[src/rtl/ysyx_23060236_icache_if.sv]
// ysyx_23060236_icache_if: fetch request/response and refill read-burst signals of the icache
// master drives requests and memory beats; slave is the cache itself
interface ysyx_23060236_icache_if;
    logic        req_valid;
    logic [31:0] req_addr;
    logic        req_ready;
    logic        resp_valid;
    logic [31:0] resp_inst;
    logic        resp_err;
    logic        resp_ready;
    logic        fence_i;
    logic [31:0] mem_araddr;
    logic        mem_arvalid;
    logic        mem_arready;
    logic [1:0]  mem_arburst;
    logic [3:0]  mem_arlen;
    logic [31:0] mem_rdata;
    logic [1:0]  mem_rresp;
    logic        mem_rlast;
    logic        mem_rvalid;
    logic        mem_rready;
    modport master (
        output req_valid, req_addr, resp_ready, fence_i, mem_arready, mem_rdata, mem_rresp, mem_rlast, mem_rvalid,
        input  req_ready, resp_valid, resp_inst, resp_err, mem_araddr, mem_arvalid, mem_arburst, mem_arlen, mem_rready
    );
    modport slave (
        input  req_valid, req_addr, resp_ready, fence_i, mem_arready, mem_rdata, mem_rresp, mem_rlast, mem_rvalid,
        output req_ready, resp_valid, resp_inst, resp_err, mem_araddr, mem_arvalid, mem_arburst, mem_arlen, mem_rready
    );
endinterface

[src/rtl/ysyx_23060236_icache.sv]
// ysyx_23060236_icache: direct-mapped read-only instruction cache with INCR burst line refill
// fence_i invalidates every line, deferred to the next IDLE cycle when the cache is busy
module ysyx_23060236_icache #(
    parameter int OFFSET_WIDTH = 4,
    parameter int INDEX_WIDTH  = 4
) (
    input logic clock,
    input logic reset,
    ysyx_23060236_icache_if.slave bus
);
    localparam int WORDS     = 2 ** (OFFSET_WIDTH - 2);
    localparam int LINES     = 2 ** INDEX_WIDTH;
    localparam int TAG_WIDTH = 32 - INDEX_WIDTH - OFFSET_WIDTH;
    localparam int CW        = OFFSET_WIDTH - 2;
    typedef enum logic [2:0] {IDLE, LOOKUP, AR, R, RESP} state_t;
    state_t               state;
    logic [31:0]          addr;
    logic [LINES-1:0]     valid;
    logic [TAG_WIDTH-1:0] tags [LINES];
    logic [31:0]          data [LINES*WORDS];
    logic [CW-1:0]        cnt;
    logic                 err;
    logic                 fence_pend;
    logic [31:0]          inst;
    logic                 r_err;
    logic [INDEX_WIDTH-1:0] idx;
    logic [TAG_WIDTH-1:0] tag;
    logic [CW-1:0]        woff;
    logic                 hit;
    logic                 beat_err;
    logic                 unused_lo;
    assign idx       = addr[OFFSET_WIDTH +: INDEX_WIDTH];
    assign tag       = addr[31 -: TAG_WIDTH];
    assign woff      = addr[OFFSET_WIDTH-1:2];
    assign hit       = valid[idx] && tags[idx] == tag;
    assign beat_err  = err | (bus.mem_rresp != 2'b00);
    assign unused_lo = ^addr[1:0];
    assign bus.req_ready   = state == IDLE && !fence_pend;
    assign bus.resp_valid  = state == RESP;
    assign bus.resp_inst   = inst;
    assign bus.resp_err    = r_err;
    assign bus.mem_araddr  = {addr[31:OFFSET_WIDTH], {OFFSET_WIDTH{1'b0}}};
    assign bus.mem_arvalid = state == AR;
    assign bus.mem_arburst = 2'b01;
    assign bus.mem_arlen   = 4'(WORDS - 1);
    assign bus.mem_rready  = state == R;
    always_ff @(posedge clock) begin
        if (reset) begin
            state      <= IDLE;
            valid      <= '0;
            fence_pend <= 1'b0;
            cnt        <= '0;
            err        <= 1'b0;
            r_err      <= 1'b0;
        end else begin
            if (bus.fence_i && state != IDLE) fence_pend <= 1'b1;
            case (state)
                IDLE: if (fence_pend) begin
                    valid      <= '0;
                    fence_pend <= 1'b0;
                end else if (bus.req_valid) begin
                    addr       <= bus.req_addr;
                    fence_pend <= bus.fence_i;
                    state      <= LOOKUP;
                end else if (bus.fence_i) valid <= '0;
                LOOKUP: if (hit) begin
                    inst  <= data[{idx, woff}];
                    r_err <= 1'b0;
                    state <= RESP;
                end else state <= AR;
                AR: if (bus.mem_arready) begin
                    cnt   <= '0;
                    err   <= 1'b0;
                    state <= R;
                end
                R: if (bus.mem_rvalid) begin
                    cnt <= cnt + 1'b1;
                    err <= beat_err;
                    if (cnt == woff) inst <= bus.mem_rdata;
                    // a line refilled with any error beat stays invalid so the next access retries
                    if (bus.mem_rlast) begin
                        valid[idx] <= ~beat_err;
                        r_err      <= beat_err;
                        state      <= RESP;
                    end
                end
                RESP: if (bus.resp_ready) state <= IDLE;
                default: state <= IDLE;
            endcase
        end
    end
    always_ff @(posedge clock) begin
        if (!reset && state == R && bus.mem_rvalid) begin
            data[{idx, cnt}] <= bus.mem_rdata;
            if (bus.mem_rlast) tags[idx] <= tag;
        end
    end
endmodule

[src/flat_wrapper.sv]
// flat-port wrapper written by rule: the top's interface ports become plain ports
module ysyx_23060236_icache_flat 
#(
    parameter int OFFSET_WIDTH = 4,
    parameter int INDEX_WIDTH  = 4
)
  (clock, reset, bus_req_valid, bus_req_addr, bus_resp_ready, bus_fence_i, bus_mem_arready, bus_mem_rdata, bus_mem_rresp, bus_mem_rlast, bus_mem_rvalid, bus_req_ready, bus_resp_valid, bus_resp_inst, bus_resp_err, bus_mem_araddr, bus_mem_arvalid, bus_mem_arburst, bus_mem_arlen, bus_mem_rready);
  ysyx_23060236_icache_if bus_i ();
  input logic clock;
  input logic reset;
  input wire logic [$bits(bus_i.req_valid)-1:0] bus_req_valid;
  input wire logic [$bits(bus_i.req_addr)-1:0] bus_req_addr;
  input wire logic [$bits(bus_i.resp_ready)-1:0] bus_resp_ready;
  input wire logic [$bits(bus_i.fence_i)-1:0] bus_fence_i;
  input wire logic [$bits(bus_i.mem_arready)-1:0] bus_mem_arready;
  input wire logic [$bits(bus_i.mem_rdata)-1:0] bus_mem_rdata;
  input wire logic [$bits(bus_i.mem_rresp)-1:0] bus_mem_rresp;
  input wire logic [$bits(bus_i.mem_rlast)-1:0] bus_mem_rlast;
  input wire logic [$bits(bus_i.mem_rvalid)-1:0] bus_mem_rvalid;
  output wire logic [$bits(bus_i.req_ready)-1:0] bus_req_ready;
  output wire logic [$bits(bus_i.resp_valid)-1:0] bus_resp_valid;
  output wire logic [$bits(bus_i.resp_inst)-1:0] bus_resp_inst;
  output wire logic [$bits(bus_i.resp_err)-1:0] bus_resp_err;
  output wire logic [$bits(bus_i.mem_araddr)-1:0] bus_mem_araddr;
  output wire logic [$bits(bus_i.mem_arvalid)-1:0] bus_mem_arvalid;
  output wire logic [$bits(bus_i.mem_arburst)-1:0] bus_mem_arburst;
  output wire logic [$bits(bus_i.mem_arlen)-1:0] bus_mem_arlen;
  output wire logic [$bits(bus_i.mem_rready)-1:0] bus_mem_rready;
  assign bus_i.req_valid = bus_req_valid;
  assign bus_i.req_addr = bus_req_addr;
  assign bus_i.resp_ready = bus_resp_ready;
  assign bus_i.fence_i = bus_fence_i;
  assign bus_i.mem_arready = bus_mem_arready;
  assign bus_i.mem_rdata = bus_mem_rdata;
  assign bus_i.mem_rresp = bus_mem_rresp;
  assign bus_i.mem_rlast = bus_mem_rlast;
  assign bus_i.mem_rvalid = bus_mem_rvalid;
  assign bus_req_ready = bus_i.req_ready;
  assign bus_resp_valid = bus_i.resp_valid;
  assign bus_resp_inst = bus_i.resp_inst;
  assign bus_resp_err = bus_i.resp_err;
  assign bus_mem_araddr = bus_i.mem_araddr;
  assign bus_mem_arvalid = bus_i.mem_arvalid;
  assign bus_mem_arburst = bus_i.mem_arburst;
  assign bus_mem_arlen = bus_i.mem_arlen;
  assign bus_mem_rready = bus_i.mem_rready;
  ysyx_23060236_icache #(.OFFSET_WIDTH(OFFSET_WIDTH), .INDEX_WIDTH(INDEX_WIDTH)) u_core (.clock(clock), .reset(reset), .bus(bus_i));
endmodule
[config.mk]
export PLATFORM = sky130hd
export DESIGN_NAME = ysyx_23060236_icache_flat
export DESIGN_NICKNAME = d
export VERILOG_FILES = /design/src/rtl/ysyx_23060236_icache_if.sv /design/src/rtl/ysyx_23060236_icache.sv /design/src/flat_wrapper.sv
export SDC_FILE = /design/constraint.sdc
export NUM_CORES = 2
export LEC_CHECK = 0
export CAP_MARGIN = 20
export CORE_UTILIZATION = 30
export DETAILED_ROUTE_END_ITERATION = 7
export GPL_ROUTABILITY_DRIVEN = 0
export GPL_TIMING_DRIVEN = 0
export PLACE_DENSITY_LB_ADDON = 0.2
export SLEW_MARGIN = 20
export SYNTH_ARGS = -nofsm -noshare
export SYNTH_HDL_FRONTEND = slang
export SYNTH_SLANG_ARGS = --single-unit
[constraint.sdc]
create_clock -name clock -period 5.6 [get_ports clock]
set_input_delay 0.56 -clock clock [delete_from_list [all_inputs] [get_ports clock]]
set_output_delay 0.56 -clock clock [all_outputs]
set_load 0.005 [all_outputs]
==> images/congestion_map.png <==
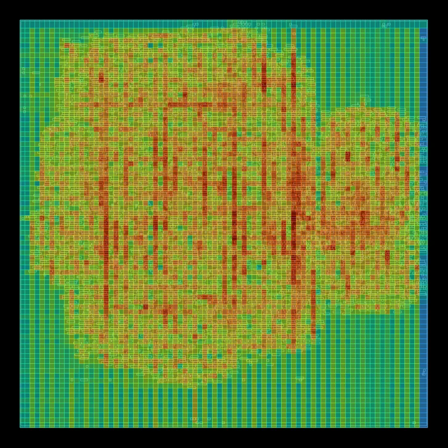
met1 Track Usage GR: 24.5%
busiest grt layer: met2
grt met3 use: 2.20%
Final Core Density: 36.3%

==> images/m2.png <==
Drawn at 1 px/um.
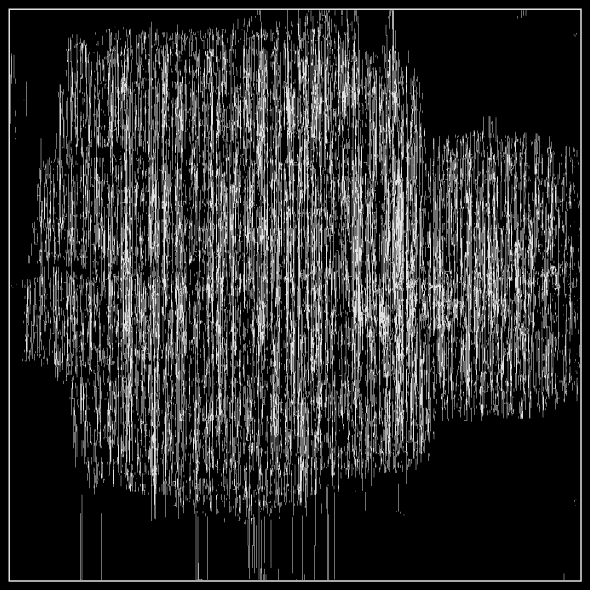
share of all routed wire: 49%
wire length on this layer: 141 mm
nets with wire on the layer: 4409
main direction: vertical
M2 GR Usage: 29.2%
Post-Route WL: 288000 um
via count: 46000

==> images/closeup.png <==
Window x 273 to 298, y 273 to 298 um. Cells in gray, sequential cells in the stronger gray; small squares are vias.
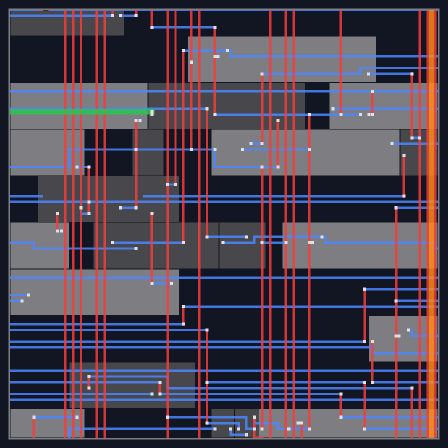
| color | layer |
|---|---|
| blue | M1 |
| red | M2 |
| orange | M4 |
| green | M3 |
netlist names of flops here include: u_core.data (7)
sequential cells in the window: 7
cells with their middle in the window: 16
most frequent: edfxtp_1 (7)

==> cells by family after synthesis <==
| kind of cell | count (synthesis) | synth area share, % |
|---|---|---|
| muxes | 823 | 18.4 |
| buffers and inverters | 263 | 1.30 |
| and+or+nand+nor | 336 | 1.48 |
| other | 2 | 0.00775 |
| DFF | 2524 | 77.9 |
| AOI/OAI and AO/OA | 77 | 0.528 |
| xor gates and xnor gates | 40 | 0.362 |
==> power breakdown <==
group | switching [mW] | internal (mW)
Combinational | 2.22 | 1.47
Clock | 7.53 | 10.6
Sequential | 0.0728 | 20.8
==> registers in the layout, indices dropped and copies added (netlist names), named ones only <==
signal,flops
u_core.addr,30
u_core.bus.resp_err,1
u_core.bus.resp_inst,32
u_core.cnt,2
u_core.data,2048
u_core.err,1
u_core.fence_pend,1
u_core.state,3
u_core.tags,384
u_core.valid,16
==> cell type report <==
class / instances / share of cell area [%]
Sequential cell: 2524 / 64.7
Multi-Input combinational cell: 1286 / 17.8
Clock buffer: 348 / 6.39
Tap cell: 4305 / 4.61
Timing Repair Buffer: 341 / 4.13
Clock inverter: 146 / 1.24
Buffer: 250 / 1.12
Inverter: 13 / 0.0429
Antenna cell: 9 / 0.0193
==> worst min path at each step <==
stage / endpoint / slack, ps / depth (start not counted)
3_5_place_dp: u_core.valid[15]$_SDFFE_PP0P_ / 470 / 2
6_report: u_core.data[7][28]$_DFFE_PP_ / 140 / 1
2_1_floorplan: u_core.valid[2]$_SDFFE_PP0P_ / 450 / 2
4_1_cts: u_core.data[7][28]$_DFFE_PP_ / 60 / 1
3_3_place_gp: u_core.valid[3]$_SDFFE_PP0P_ / 470 / 2
5_1_grt: u_core.data[4][28]$_DFFE_PP_ / 100 / 1
==> results.cfg <==
; implementation run metrics
[cells_and_area]
lay_top_count = edfxtp_1
layout_top_cells = edfxtp_1, mux4_2, clkbuf_16
design_area_um2 = 117000
stdcell_count = 9222

[critical_path]
crit_path_end_kind = register
path_delay_family = buffers and inverters
path_buffers = 6
critical_path_depth = 11

[sta]
setup_tns_ps = 0
fin_crit_ps = 5230
setup_viol = 0
drv_slew = 0
slew_headroom_pct = 20.5
worst_pin_slew_ps = 1190
hold_viol_final = 0

[routing]
wl_met2_um = 141000
drtIter0Drc = 4631
route.met3.wl_um = 13400
drc_errors = 0
wire_per_inst_um = 31.2

[logic_synthesis]
synth.area.top_cells = edfxtp_1, mux4_2, dfxtp_1, nand2_1, mux2i_1
yosys-top-cells-count = edfxtp_1, mux4_2, nand2_1
yosysTopAreaCellShare_pct = 77.3
yosys_warnings = 0
yosysSeqAreaShare_pct = 77.9
syn_inst = 4065
ys_cells = 4065
post_synth.cell_area_avg_um2 = 23.8

[power_and_ir_drop]
finalPower_mw = 42.7
leakage_nw = 36.0
vdd_ir_drop_max_v = 0.000226
power_density_nw_per_um2 = 366

[placement]
dp.cells = 8718

[hold_path]
holdCritStartpoint = bus_mem_rdata[28]

[global_routing]
grt_max_degree = 66
grt_overflow = 0

[die]
pin_count = 149
coreArea_um2 = 321000
fp_util_pct = 30.2

[outcome]
status = completed

[clock_network]
clock-sinks = 2524
cts.clk_slew.worst_paths_ps = 60
No activity file was given, so power comes from the tool's default toggle rates.
